[src/rtl/text_pkg.sv]
// Shared constants and state type for the text cursor controller.
// The grid size comes from the 640x480 raster and the 8x16 glyph cell.
package text_pkg;

    localparam int VWIDTH  = 640;
    localparam int CWIDTH  = 8;
    localparam int VHEIGHT = 480;
    localparam int CHEIGHT = 16;

    localparam int NCOL = VWIDTH / CWIDTH;
    localparam int NROW = VHEIGHT / CHEIGHT;

    localparam logic [7:0] ASCII_BS    = 8'h08;
    localparam logic [7:0] ASCII_LF    = 8'h0A;
    localparam logic [7:0] ASCII_FF    = 8'h0C;
    localparam logic [7:0] ASCII_CR    = 8'h0D;
    localparam logic [7:0] ASCII_SPACE = 8'h20;

    typedef enum logic [1:0] {
        IDLE     = 2'd0,
        CLR_LINE = 2'd1,
        CLR_ALL  = 2'd2
    } state_t;

endpackage

[src/rtl/clear_sequencer.sv]
// Walks the buffer column by column for a one-row or full-screen clear.
// done is high during the cycle that presents the final cell of the sweep.
module clear_sequencer
    import text_pkg::*;
#(
    parameter int NCOL = text_pkg::NCOL,
    parameter int NROW = text_pkg::NROW
) (
    input  logic       clk,
    input  logic       rstn,
    input  logic       start,
    input  logic       mode_all,
    input  logic [4:0] start_row,
    output logic [6:0] col,
    output logic [4:0] row,
    output logic       done
);

    localparam logic [6:0] COL_LAST = 7'(NCOL - 1);
    localparam logic [4:0] ROW_LAST = 5'(NROW - 1);

    logic active;
    logic all_q;

    always_comb begin
        done = active && (col == COL_LAST) && (!all_q || (row == ROW_LAST));
    end

    always_ff @(posedge clk) begin
        if (!rstn) begin
            active <= 1'b0;
            all_q  <= 1'b0;
            col    <= '0;
            row    <= '0;
        end else if (start) begin
            active <= 1'b1;
            all_q  <= mode_all;
            col    <= '0;
            row    <= mode_all ? 5'd0 : start_row;
        end else if (active) begin
            if (col == COL_LAST) begin
                col <= '0;
                if (done) begin
                    active <= 1'b0;
                end else begin
                    row <= (row == ROW_LAST) ? 5'd0 : row + 5'd1;
                end
            end else begin
                col <= col + 7'd1;
            end
        end
    end

endmodule

[src/rtl/text_cursor_ctrl.sv]
// Turns the UART byte stream into character-buffer writes with a text cursor,
// control-code handling and timed line/screen clears.
module text_cursor_ctrl
    import text_pkg::*;
#(
    parameter int         NCOL       = text_pkg::NCOL,
    parameter int         NROW       = text_pkg::NROW,
    parameter logic [6:0] CLEAR_CHAR = 7'h20
) (
    input  logic       clk,
    input  logic       rstn,
    input  logic       rx_valid,
    input  logic [7:0] rx_data,
    output logic       wr_en,
    output logic [6:0] col_w,
    output logic [4:0] row_w,
    output logic [6:0] din,
    output logic [6:0] cursor_col,
    output logic [4:0] cursor_row,
    output logic       busy,
    output logic       overrun
);

    localparam logic [6:0] COL_LAST = 7'(NCOL - 1);
    localparam logic [4:0] ROW_LAST = 5'(NROW - 1);

    state_t     state;
    logic       pend_valid;
    logic [7:0] pend_data;

    logic       byte_valid;
    logic [7:0] src_byte;
    logic       is_print;
    logic       at_end;
    logic [4:0] next_row;
    logic       seq_start;
    logic       seq_all;
    logic [6:0] seq_col;
    logic [4:0] seq_row;
    logic       seq_done;

    always_comb begin
        byte_valid = (state == IDLE) && (pend_valid || rx_valid);
        src_byte   = pend_valid ? pend_data : rx_data;
        is_print   = (src_byte >= 8'h20) && (src_byte <= 8'h7E);
        at_end     = (cursor_col == COL_LAST);
        next_row   = (cursor_row == ROW_LAST) ? 5'd0 : cursor_row + 5'd1;
        seq_all    = byte_valid && (src_byte == ASCII_FF);
        seq_start  = seq_all ||
                     (byte_valid && ((is_print && at_end) || (src_byte == ASCII_LF)));
    end

    clear_sequencer #(
        .NCOL (NCOL),
        .NROW (NROW)
    ) u_clear (
        .clk       (clk),
        .rstn      (rstn),
        .start     (seq_start),
        .mode_all  (seq_all),
        .start_row (next_row),
        .col       (seq_col),
        .row       (seq_row),
        .done      (seq_done)
    );

    // One-deep holding slot: filled while a clear runs, drained first in IDLE.
    always_ff @(posedge clk) begin
        if (!rstn) begin
            pend_valid <= 1'b0;
            pend_data  <= '0;
            overrun    <= 1'b0;
        end else if (state == IDLE) begin
            if (pend_valid) begin
                pend_valid <= rx_valid;
                if (rx_valid) pend_data <= rx_data;
            end
        end else if (rx_valid) begin
            if (!pend_valid) begin
                pend_valid <= 1'b1;
                pend_data  <= rx_data;
            end else begin
                overrun <= 1'b1;
            end
        end
    end

    always_ff @(posedge clk) begin
        if (!rstn) begin
            state      <= IDLE;
            busy       <= 1'b0;
            wr_en      <= 1'b0;
            col_w      <= '0;
            row_w      <= '0;
            din        <= '0;
            cursor_col <= '0;
            cursor_row <= '0;
        end else begin
            wr_en <= 1'b0;
            case (state)
                IDLE: begin
                    if (byte_valid) begin
                        if (is_print) begin
                            wr_en <= 1'b1;
                            col_w <= cursor_col;
                            row_w <= cursor_row;
                            din   <= src_byte[6:0];
                            if (at_end) begin
                                cursor_col <= '0;
                                cursor_row <= next_row;
                                state      <= CLR_LINE;
                                busy       <= 1'b1;
                            end else begin
                                cursor_col <= cursor_col + 7'd1;
                            end
                        end else begin
                            case (src_byte)
                                ASCII_CR: cursor_col <= '0;
                                ASCII_LF: begin
                                    cursor_col <= '0;
                                    cursor_row <= next_row;
                                    state      <= CLR_LINE;
                                    busy       <= 1'b1;
                                end
                                ASCII_BS: begin
                                    if (cursor_col != 7'd0) begin
                                        cursor_col <= cursor_col - 7'd1;
                                        wr_en      <= 1'b1;
                                        col_w      <= cursor_col - 7'd1;
                                        row_w      <= cursor_row;
                                        din        <= CLEAR_CHAR;
                                    end
                                end
                                ASCII_FF: begin
                                    state <= CLR_ALL;
                                    busy  <= 1'b1;
                                end
                                default: ;
                            endcase
                        end
                    end
                end
                CLR_LINE, CLR_ALL: begin
                    wr_en <= 1'b1;
                    col_w <= seq_col;
                    row_w <= seq_row;
                    din   <= CLEAR_CHAR;
                    if (seq_done) begin
                        state <= IDLE;
                        busy  <= 1'b0;
                        if (state == CLR_ALL) begin
                            cursor_col <= '0;
                            cursor_row <= '0;
                        end
                    end
                end
                default: begin
                    state <= IDLE;
                    busy  <= 1'b0;
                end
            endcase
        end
    end

endmodule

[config.mk]
export PLATFORM = sky130hd
export DESIGN_NAME = text_cursor_ctrl
export DESIGN_NICKNAME = d
export VERILOG_FILES = /design/src/rtl/text_pkg.sv /design/src/rtl/clear_sequencer.sv /design/src/rtl/text_cursor_ctrl.sv
export SDC_FILE = /design/constraint.sdc
export NUM_CORES = 1
export LEC_CHECK = 0
export CORE_ASPECT_RATIO = 0.8
export CORE_MARGIN = 3
export CORE_UTILIZATION = 58
export CTS_BUF_LIST = sky130_fd_sc_hd__clkbuf_4
export DETAILED_ROUTE_END_ITERATION = 16
export GPL_ROUTABILITY_DRIVEN = 0
export PLACE_DENSITY = 0.83
export SETUP_SLACK_MARGIN = 0.15
export SLEW_MARGIN = 20
export SYNTH_ARGS = -nofsm -noshare
export SYNTH_HDL_FRONTEND = slang
export SYNTH_HIERARCHICAL = 1
export SYNTH_SLANG_ARGS = --single-unit
export TNS_END_PERCENT = 20
[constraint.sdc]
create_clock -name clk -period 3.04 [get_ports clk]
set_input_delay 0.912 -clock clk [delete_from_list [all_inputs] [get_ports clk]]
set_output_delay 0.912 -clock clk [all_outputs]
set_load 0.01 [all_outputs]
==> run summary <==
This memo summarizes the results of the implementation run.

Outcome
The flow ran to the end, and the final reports show no timing, DRC or antenna violations.

Die
The die is 76.07 um tall. The core region is ~5700 um^2.

Worst setup path
STA lists the maximum fanout along the critical path as 13. The script reports the combined buffer and inverter count of the critical path as 3. The start point of the critical path is rx_data[2]. The cell family with the largest share of critical-path delay is AND-OR/OR-AND gates.

The report lists the cells along the critical path as clkdlybuf4s50_1 > nand3b_1 > a222oi_1 > or2_4 > o22ai_2 > nor2b_1 > nor2_1 > buf_6 > buf_4 > o21ai_1 > nand2_1 > a211oi_1. The path depth of the worst reg2reg path is 11. Among all stages on the critical path, the maximum delay recorded is around 0.48 ns.

Pwr
The cell leakage power is roughly 1.8 nW.

Logic synthesis
The number of enable flip-flop cells is 0. The number of library cell types mapped by synthesis is between 60 and 70. The average instance area after synthesis is 8.356 um^2. In this run the cell area of the synthesized design comes to 3560 um^2. The fraction of synthesis flops using an asynchronous set or reset pin is 0%. The synthesized instance count is ~430. After synthesis, the design contains roughly 430 cells according to Yosys.

Routing
The number of nets with antenna violations after detailed routing is 0.

Min path
The worst hold path begins at col_w[6]. Counting instances, the worst hold path has a depth of 1. STA shows the worst min-delay path finishing at col_w[6].

Global route
The global route stage reports its total congestion overflow as 0. Entering global routing, the biggest net connects 42 pins.

CTS
The clock-pin slew on the worst setup and hold paths is about 0.10 ns. For this design, the sink count on the clock tree is between 50 and 60. Counting along the longest clock path gives a buffer depth of 2.

Placed design
Input and output buffers added on the ports amount to approximately 44.

Finish
In the final layout, flip-flops and latches occupy approximately 1200 um^2. The final core area utilization is ~80%. The tally of filler cells in the layout is ~350.

Timing
The final critical-path required period is around 2.9 ns. In the finished design, the share of the clock period the worst path needs comes to between 90% and 100%. Based on the critical path, the design can be clocked at up to between 0.3 and 0.4 GHz.

The number of hold violations in the final report is 0. The number of setup violations in the final report is 0.

Flow run
Max-cap violations in this run came to 0.
-- placed cells by master (no fill, tap or decap), types with 9 or more instances in the layout --
cell type | synthesis | layout
sky130_fd_sc_hd__a21oi_1 | 21 | 21
sky130_fd_sc_hd__mux2i_1 | 22 | 22
sky130_fd_sc_hd__ha_1 | 12 | 12
sky130_fd_sc_hd__dfxtp_1 | 59 | 58
sky130_fd_sc_hd__nand3_1 | 30 | 30
sky130_fd_sc_hd__clkdlybuf4s50_1 | 0 | 39
sky130_fd_sc_hd__nor2b_1 | 18 | 18
sky130_fd_sc_hd__nor2_1 | 30 | 30
sky130_fd_sc_hd__clkbuf_4 | 0 | 9
sky130_fd_sc_hd__nand2_1 | 36 | 36
sky130_fd_sc_hd__o21ai_0 | 26 | 25
sky130_fd_sc_hd__buf_4 | 2 | 40
sky130_fd_sc_hd__inv_1 | 12 | 12
-- kinds of logic (layout without fill, tap and decap cells) --
logic type / after synthesis / in the layout / synth area share [%]
xor gates and xnor gates: 12 / 12 / 2.953
muxes: 22 / 22 / 6.186
buffers and inverters: 37 / 115 / 4.464
AOI/OAI and AO/OA: 104 / 104 / 20.88
adders and majority gates: 13 / 13 / 4.499
DFF: 59 / 59 / 33.18
and+or+nand+nor: 179 / 179 / 27.84
-- layout make-up --
type	count	share of cell area, %
repair buffers	86	17.06
flip-flops and latches	59	26.08
well taps	78	2.153
inverters	13	1.076
multi-input cells	330	49.57
clock inverters	7	2.567
clock buffers	9	1.490
-- synthesized netlist by cell type (all sizes together), types with 4 or more instances --
library cell	n
a21boi	4
a21oi	21
and3	6
buf	13
clkbuf	11
dfxtp	59
ha	12
inv	12
mux2i	22
nand2	36
nand2b	5
nand3	30
nand3b	6
nand4	8
nor2	30
nor2b	18
nor3	5
nor3b	7
nor4	9
nor4b	5
o211a	7
o211ai	4
o21ai	28
o221ai	6
o22ai	5
xnor2	5
xor2	7
-- state kept, by name, summed over array words and instances, names as in the netlist --
name and cells:
busy 1, col_w 7, cursor_col 7, cursor_row 5
din 7, overrun 1, pend_data 8, pend_valid 1
row_w 5, state 2, u_clear/active 1, u_clear/all_q 1
u_clear/col 7, u_clear/row 5, wr_en 1
-- timing repair --
action / CTS / global route
gates cloned: 0 / 0
pin swaps: 0 / 2
setup endpoints to repair: 1 / 22
resized: 1 / 11
endpoints found under the hold margin: 0 / 0
-- routing by layer --
metal | global-route usage (%) | share of wire (%)
met1 | 37.79 | 44
met2 | 45.32 | 46
met3 | 8.095 | 8.3
met4 | 10.25 | 1.9
met5 | 0 | 0
-- power groups by stage --
| stage | clock network, mW | logic [mW] | registers (mW) |
|---|---|---|---|
| 2_1_floorplan | 0 | 0.0982 | 0.825 |
| 4_1_cts | 0.741 | 0.208 | 0.803 |
| 5_1_grt | 0.785 | 0.228 | 0.806 |
| 3_5_place_dp | 0 | 0.206 | 0.820 |
| 6_report | 0.734 | 0.212 | 0.804 |
| 3_3_place_gp | 0 | 0.200 | 0.820 |
-- stage by stage --
stage / TNS (ns) / total power, mW
6_report: 0 / 1.749
5_1_grt: 0 / 1.819
4_1_cts: 0 / 1.752
3_5_place_dp: -5.982 / 1.026
3_3_place_gp: -3.628 / 1.020
2_1_floorplan: 0 / 0.9233
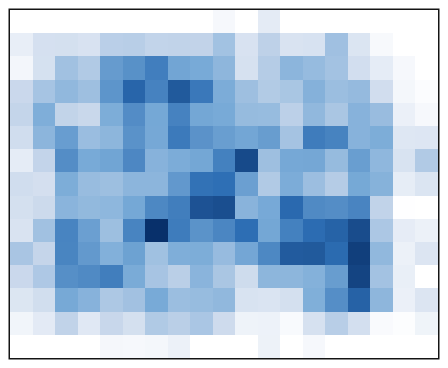
Fig. 1. Signal metal coverage by tile.
The die is cut into 19 by 15 equal tiles; white is low, dark blue is high, scaled to the fullest tile. Values are wire area over tile area, all layers added.
The mean over all tiles is 0.23. 13% of the tiles are nearly empty. The fullest tile reaches 0.66. The emptiest ninth of the die: north-east. The densest ninth of the die: center.
post-DR wirelength/cell: 17.12 um
overall track demand over capacity in global routing: 28.85%

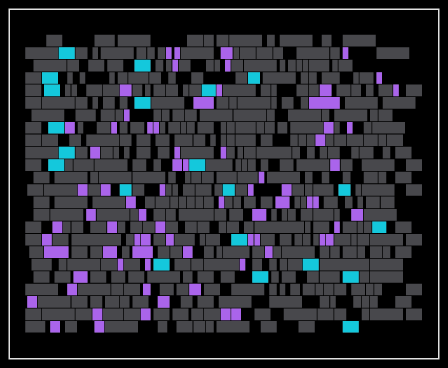
Fig. 2. Logic cells by family.
Key: AND-OR and OR-AND gates = cyan [cells 21]; NOR gates = purple [cells 74]
most common cell after layout, fill and taps aside: sky130_fd_sc_hd__dfxtp_1
logic gate fraction of the total cell area: 49.57%
Cell Count, Final, Fillers Out: 582

Power figures rest on the tool's default switching activity, not on a simulated workload.
